==> config.mk <==
export PLATFORM = sky130hd
export DESIGN_NAME = mem_arbiter
export DESIGN_NICKNAME = d
export VERILOG_FILES = /design/src/rtl/mem_arb_pkg.sv /design/src/rtl/mem_arb_prio.sv /design/src/rtl/mem_arbiter.sv
export SDC_FILE = /design/constraint.sdc
export NUM_CORES = 1
export LEC_CHECK = 0
export CAP_MARGIN = 15
export CELL_PAD_IN_SITES_DETAIL_PLACEMENT = 0
export CELL_PAD_IN_SITES_GLOBAL_PLACEMENT = 1
export CORE_UTILIZATION = 26
export DETAILED_ROUTE_END_ITERATION = 6
export GPL_TIMING_DRIVEN = 0
export PLACE_DENSITY_LB_ADDON = 0.3
export SLEW_MARGIN = 10
export SYNTH_ARGS = -nofsm -noshare
export SYNTH_HDL_FRONTEND = slang
export SYNTH_SLANG_ARGS = --single-unit
==> constraint.sdc <==
create_clock -name clk -period 2.9 [get_ports clk]
set_input_delay 0.29 -clock clk [delete_from_list [all_inputs] [get_ports clk]]
set_output_delay 0.29 -clock clk [all_outputs]
set_load 0.01 [all_outputs]
==> src/rtl/mem_arb_pkg.sv <==
// Shared types for the fetch/data memory arbiter.
package mem_arb_pkg;

  typedef logic        u1;
  typedef logic [31:0] u32;

  typedef enum logic [1:0] {IDLE, ACCESS, RESP} arb_state_t;
  typedef enum logic       {OWN_IF, OWN_DM}     arb_owner_t;

  localparam int unsigned GNT_IF = 0;
  localparam int unsigned GNT_DM = 1;

  // Bits needed to hold values 0..n-1, never less than one.
  function automatic int unsigned cnt_width(input int unsigned n);
    return (n <= 1) ? 1 : $clog2(n);
  endfunction

endpackage

==> src/rtl/mem_arb_prio.sv <==
// Fixed data-first priority with a starvation guard that lets fetch win
// after STARVE_LIMIT consecutive data grants made while fetch was waiting.
module mem_arb_prio
  import mem_arb_pkg::*;
#(
  parameter int unsigned STARVE_LIMIT = 3
) (
  input  logic       i_clk,
  input  logic       i_reset,
  input  logic       i_en,
  input  logic       i_if_req,
  input  logic       i_dm_req,
  output logic [1:0] o_grant
);

  localparam int unsigned SW = cnt_width(STARVE_LIMIT + 1);

  logic [SW-1:0] r_starve;
  logic          w_force_if;

  assign w_force_if = (r_starve == SW'(STARVE_LIMIT));

  always_comb begin
    o_grant = '0;
    if (i_en) begin
      if (i_if_req && (!i_dm_req || w_force_if)) begin
        o_grant[GNT_IF] = 1'b1;
      end else if (i_dm_req) begin
        o_grant[GNT_DM] = 1'b1;
      end
    end
  end

  always_ff @(posedge i_clk or posedge i_reset) begin
    if (i_reset) begin
      r_starve <= '0;
    end else if (o_grant[GNT_IF]) begin
      r_starve <= '0;
    end else if (o_grant[GNT_DM] && i_if_req && !w_force_if) begin
      r_starve <= r_starve + 1'b1;
    end
  end

endmodule

==> src/rtl/mem_arbiter.sv <==
// Shares one combinational-read memory between fetch and data ports,
// inserting WAIT_CYCLES wait states per access before capture/commit.
module mem_arbiter
  import mem_arb_pkg::*;
#(
  parameter int unsigned WAIT_CYCLES  = 1,
  parameter int unsigned STARVE_LIMIT = 3
) (
  input  logic        clk,
  input  logic        reset,
  input  logic        if_req,
  input  logic [31:0] if_addr,
  output logic        if_ready,
  output logic        if_rvalid,
  output logic [31:0] if_rdata,
  input  logic        dm_req,
  input  logic        dm_we,
  input  logic [31:0] dm_addr,
  input  logic [31:0] dm_wdata,
  output logic        dm_ready,
  output logic        dm_rvalid,
  output logic [31:0] dm_rdata,
  output logic        mem_we,
  output logic [31:0] mem_addr,
  output logic [31:0] mem_wdata,
  input  logic [31:0] mem_rdata
);

  localparam int unsigned CW = cnt_width(WAIT_CYCLES + 1);

  arb_state_t    r_state;
  arb_owner_t    r_owner;
  logic          r_we;
  logic [31:0]   r_addr;
  logic [31:0]   r_wdata;
  logic [31:0]   r_rdata;
  logic [CW-1:0] r_cnt;

  logic          w_en;
  logic [1:0]    w_grant;
  logic          w_last;
  logic          w_resp;

  // Gating with reset keeps ready low while reset is held, even with req high.
  assign w_en = (r_state == IDLE) && !reset;

  mem_arb_prio #(
    .STARVE_LIMIT(STARVE_LIMIT)
  ) u_prio (
    .i_clk    (clk),
    .i_reset  (reset),
    .i_en     (w_en),
    .i_if_req (if_req),
    .i_dm_req (dm_req),
    .o_grant  (w_grant)
  );

  assign if_ready = w_grant[GNT_IF];
  assign dm_ready = w_grant[GNT_DM];
  assign w_last   = (r_state == ACCESS) && (r_cnt == '0);
  assign w_resp   = (r_state == RESP);

  always_ff @(posedge clk or posedge reset) begin
    if (reset) begin
      r_state <= IDLE;
      r_owner <= OWN_IF;
      r_we    <= 1'b0;
      r_addr  <= '0;
      r_wdata <= '0;
      r_rdata <= '0;
      r_cnt   <= '0;
    end else begin
      case (r_state)
        IDLE: begin
          if (|w_grant) begin
            r_owner <= w_grant[GNT_DM] ? OWN_DM : OWN_IF;
            r_addr  <= w_grant[GNT_DM] ? dm_addr : if_addr;
            r_we    <= w_grant[GNT_DM] && dm_we;
            r_wdata <= (w_grant[GNT_DM] && dm_we) ? dm_wdata : '0;
            r_cnt   <= CW'(WAIT_CYCLES);
            r_state <= ACCESS;
          end
        end
        ACCESS: begin
          if (r_cnt != '0) begin
            r_cnt <= r_cnt - 1'b1;
          end else begin
            r_rdata <= r_we ? '0 : mem_rdata;
            r_state <= RESP;
          end
        end
        RESP: begin
          r_state <= IDLE;
        end
        default: begin
          r_state <= IDLE;
        end
      endcase
    end
  end

  assign mem_addr  = (r_state == ACCESS) ? r_addr : '0;
  assign mem_wdata = (r_state == ACCESS) ? r_wdata : '0;
  assign mem_we    = w_last && r_we;

  assign if_rvalid = w_resp && (r_owner == OWN_IF);
  assign dm_rvalid = w_resp && (r_owner == OWN_DM);
  assign if_rdata  = if_rvalid ? r_rdata : '0;
  assign dm_rdata  = dm_rvalid ? r_rdata : '0;

endmodule

Routed metal, one color a layer:
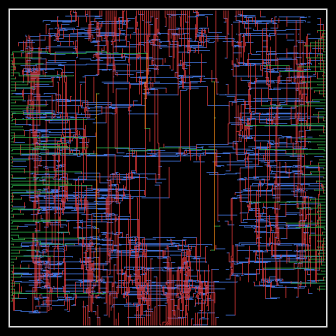
- orange: met4 (wire length 196 um)
- blue: met1 (wire length 7650 um)
- red: met2 (wire length 8360 um)
- green: met3 (wire length 1620 um)

Placement density heat map:
14 x 14 tiles, from white (low) to dark blue (high), 0 to 100% covered.
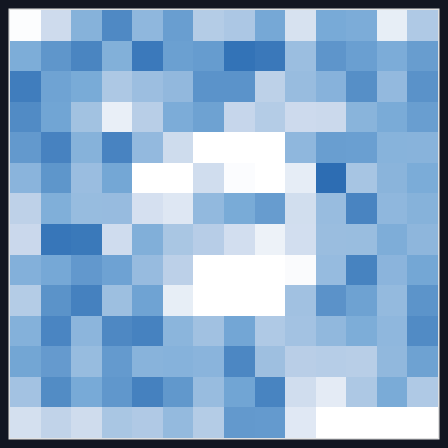
- nearly empty tiles: 9.2%
- mean over tiles: 40%
- tiles over 75% full: 0.50%
- fullest tile: 75%
- emptiest ninth of the die: middle

==> results.cfg <==
; synthesis and place-and-route metrics
[status]
status = completed

[timing]
report.final.hold_viol_count = 0
drv_slew = 0
min_period_ps = 2716
tightestPinTransition_ps = 498.3
skew_ps = 10.87
final.setup.tns_ps = 0
rsz0062_at_grt = false
setup_ws_ps = 183.7
final.period_utilization = 0.9367
finalSetupViolations = 0
slew_headroom = 0.6671

[critical_path]
reg2reg_from = u_prio.r_starve[0]
setup.worst_path.start_class = register
critPathKind = register to output pin
path_delay_family = buffers and inverters
end_kind = output pin
cp_max_fo = 10
crit_required_ps = 2610
rr_endpoint = r_wdata[11]
path_cells = or3_1, clkbuf_1, nor2_2, clkdlybuf4s50_1
r2r_setup_slack_ps = 970
reg2reg_depth = 6
crit_buf_inv = 2
slowest_delay_ps = 570

[yosys]
ys_cells = 575
yosys-top-cells-area = dfrtp_1 (50%), and2_1 (16%), o21ai_0 (6.1%)
yosys.area_share.adder = 0.002420
top_area_frac = 0.4985
ys_warn_count = 0
async_reset_ff_frac = 1.000
yosys-top-cells-count = and2_1 (129), dfrtp_1 (103), nand2_1 (72)
yosys.cell_count.top_type = and2_1
mux_share = 0
synth.distinct_cells = 27
yosys_area_sq_um = 5170
synthSimpleGateAreaFrac = 0.2585
xor_area_frac = 0
synth_area_per_cell_sq_um = 8.991
ys.flops = 103
yosys.area_share.aoi = 0.1941
floorplan.nets = 709
ff_type = dfrtp_1
ys_seq_share = 0.4985
syn_area_sq_um = 5170
yosysTopAreaCell = dfrtp_1

[detailed_routing]
drt-total-wl_um = 17820
vias = 5127
topRoutingLayerUsed = met4
ant_nets = 0
wl_per_cell_um = 15.86
wl_met1_um = 7645
drtIter0Drc = 176
wl_met2_um = 8364
drc = 0
via_per_inst = 4.561
wl_met3_um = 1617

[place]
gp_congestion = 0.7704
dp.cells = 1109
dp_slack_ps = 125.0
hpwl_um = 13670
portBuffers = 265

[clock_network]
htree_levels = 3
insertion_delay_ps = 350
clockBufferDepth = 2
cts_setup_buffers = 0
cts_made_buffers = 9
ctsHoldBuffers = 0
cts_resized = 3
cts_tree = yes
clock_sinks = 103
clk_root_buffer_cell = clkbuf_16

[global_route]
grt.overflow.total = 0
antenna_found_initial = 0
grt_pass1_wl_um = 27230
grt_pass1_vias = 5018
grt_max_degree = 28
grtUsageTotal = 0.1750

[cells_and_area]
final_common_cell = clkdlybuf4s50_1
postLayoutCoreUtil = 0.4386
final_cell_mix = clkdlybuf4s50_1 (265), and2_1 (129), dfrtp_1 (103)
diodes = 0
n_fill_cell = 1942
nets = 989
syn_to_final_growth_pct = 65.10
instances_no_fill = 1124
layout-drive-gt1-share = 0.05704

[die]
dieHeight_um = 143.0
die_area_sq_um = 20450
die_x_um = 143.0
fp-row-count = 51
fp_util = 0.2656
design.core.area_sq_um = 19460
ioPinCount = 266

[hold_path]
hp-class = primary input to async pin

[flow_run]
drv_cap = 0
warnings = 26

[power]
finalPower_mw = 6.641
irDropWorstVdd_v = 0.0003218
p_leak_nw = 3.522
powerDensity_nw_per_um2 = 778.1
==> worst max path at each step <==
| stage | startpoint | endpoint | slack (ps) | cells past startpoint |
|---|---|---|---|---|
| after global routing | r_state[0] | mem_wdata[20] | 20 | 5 |
| final | r_state[0] | dm_ready | 180 | 4 |
| after detailed placement | reset | dm_ready | 130 | 5 |
| after CTS | r_state[0] | dm_ready | 10 | 4 |
| after global placement | reset | r_rdata[12] | 50 | 2 |
| after floorplan | r_state[0] | if_ready | 1280 | 2 |
==> metrics by stage <==
step                hold slack [ps]  cell area, sq um
floorplan                     422.5              5174
detailed placement            476.9              8253
CTS                           407.3              8532
global route                  444.9              8536
finish                        398.1              8536
global placement              465.3              8158
==> worst reg2reg max path, cell delays in order (launching register included) <==
cell,delay (ps)
dfrtp_1,400
ha_1,240
a21boi_1,410
and3_1,250
buf_2,170
buf_2,250
a22o_1,170
==> per-layer routing <==
layer / vias up / GRT usage
met2: 187 / 0.2950
met3: 12 / 0.05600
met4: 0 / 0.05093
met5: - / 0
li1: 2524 / -
met1: 2404 / 0.2122
==> flip-flops by register name (all words and copies together) (netlist names) <==
name and flops:
r_addr 32, r_rdata 32, r_wdata 32, r_state 2, u_prio.r_starve 2, r_cnt 1, r_owner 1, r_we 1
==> area by class of cell <==
type,instances,area (sq um),area share
repair buffers,269,2748,0.3219
clock inverters,6,46.29,0.005424
well taps,265,331.6,0.03884
multi-input cells,415,2360,0.2765
flip-flops and latches,103,2577,0.3020
plain buffers,54,232.7,0.02726
inverters,3,15.01,0.001759
clock buffers,9,225.2,0.02639
==> power breakdown <==
part	switching [mW]	leakage [nW]	internal [mW]
combinational	1.52	2.12	1.53
clock	0.573	0.128	0.585
sequential	0.374	1.27	2.06
total	2.47	3.52	4.17
Power figures rest on the tool's default switching activity, not on a simulated workload.
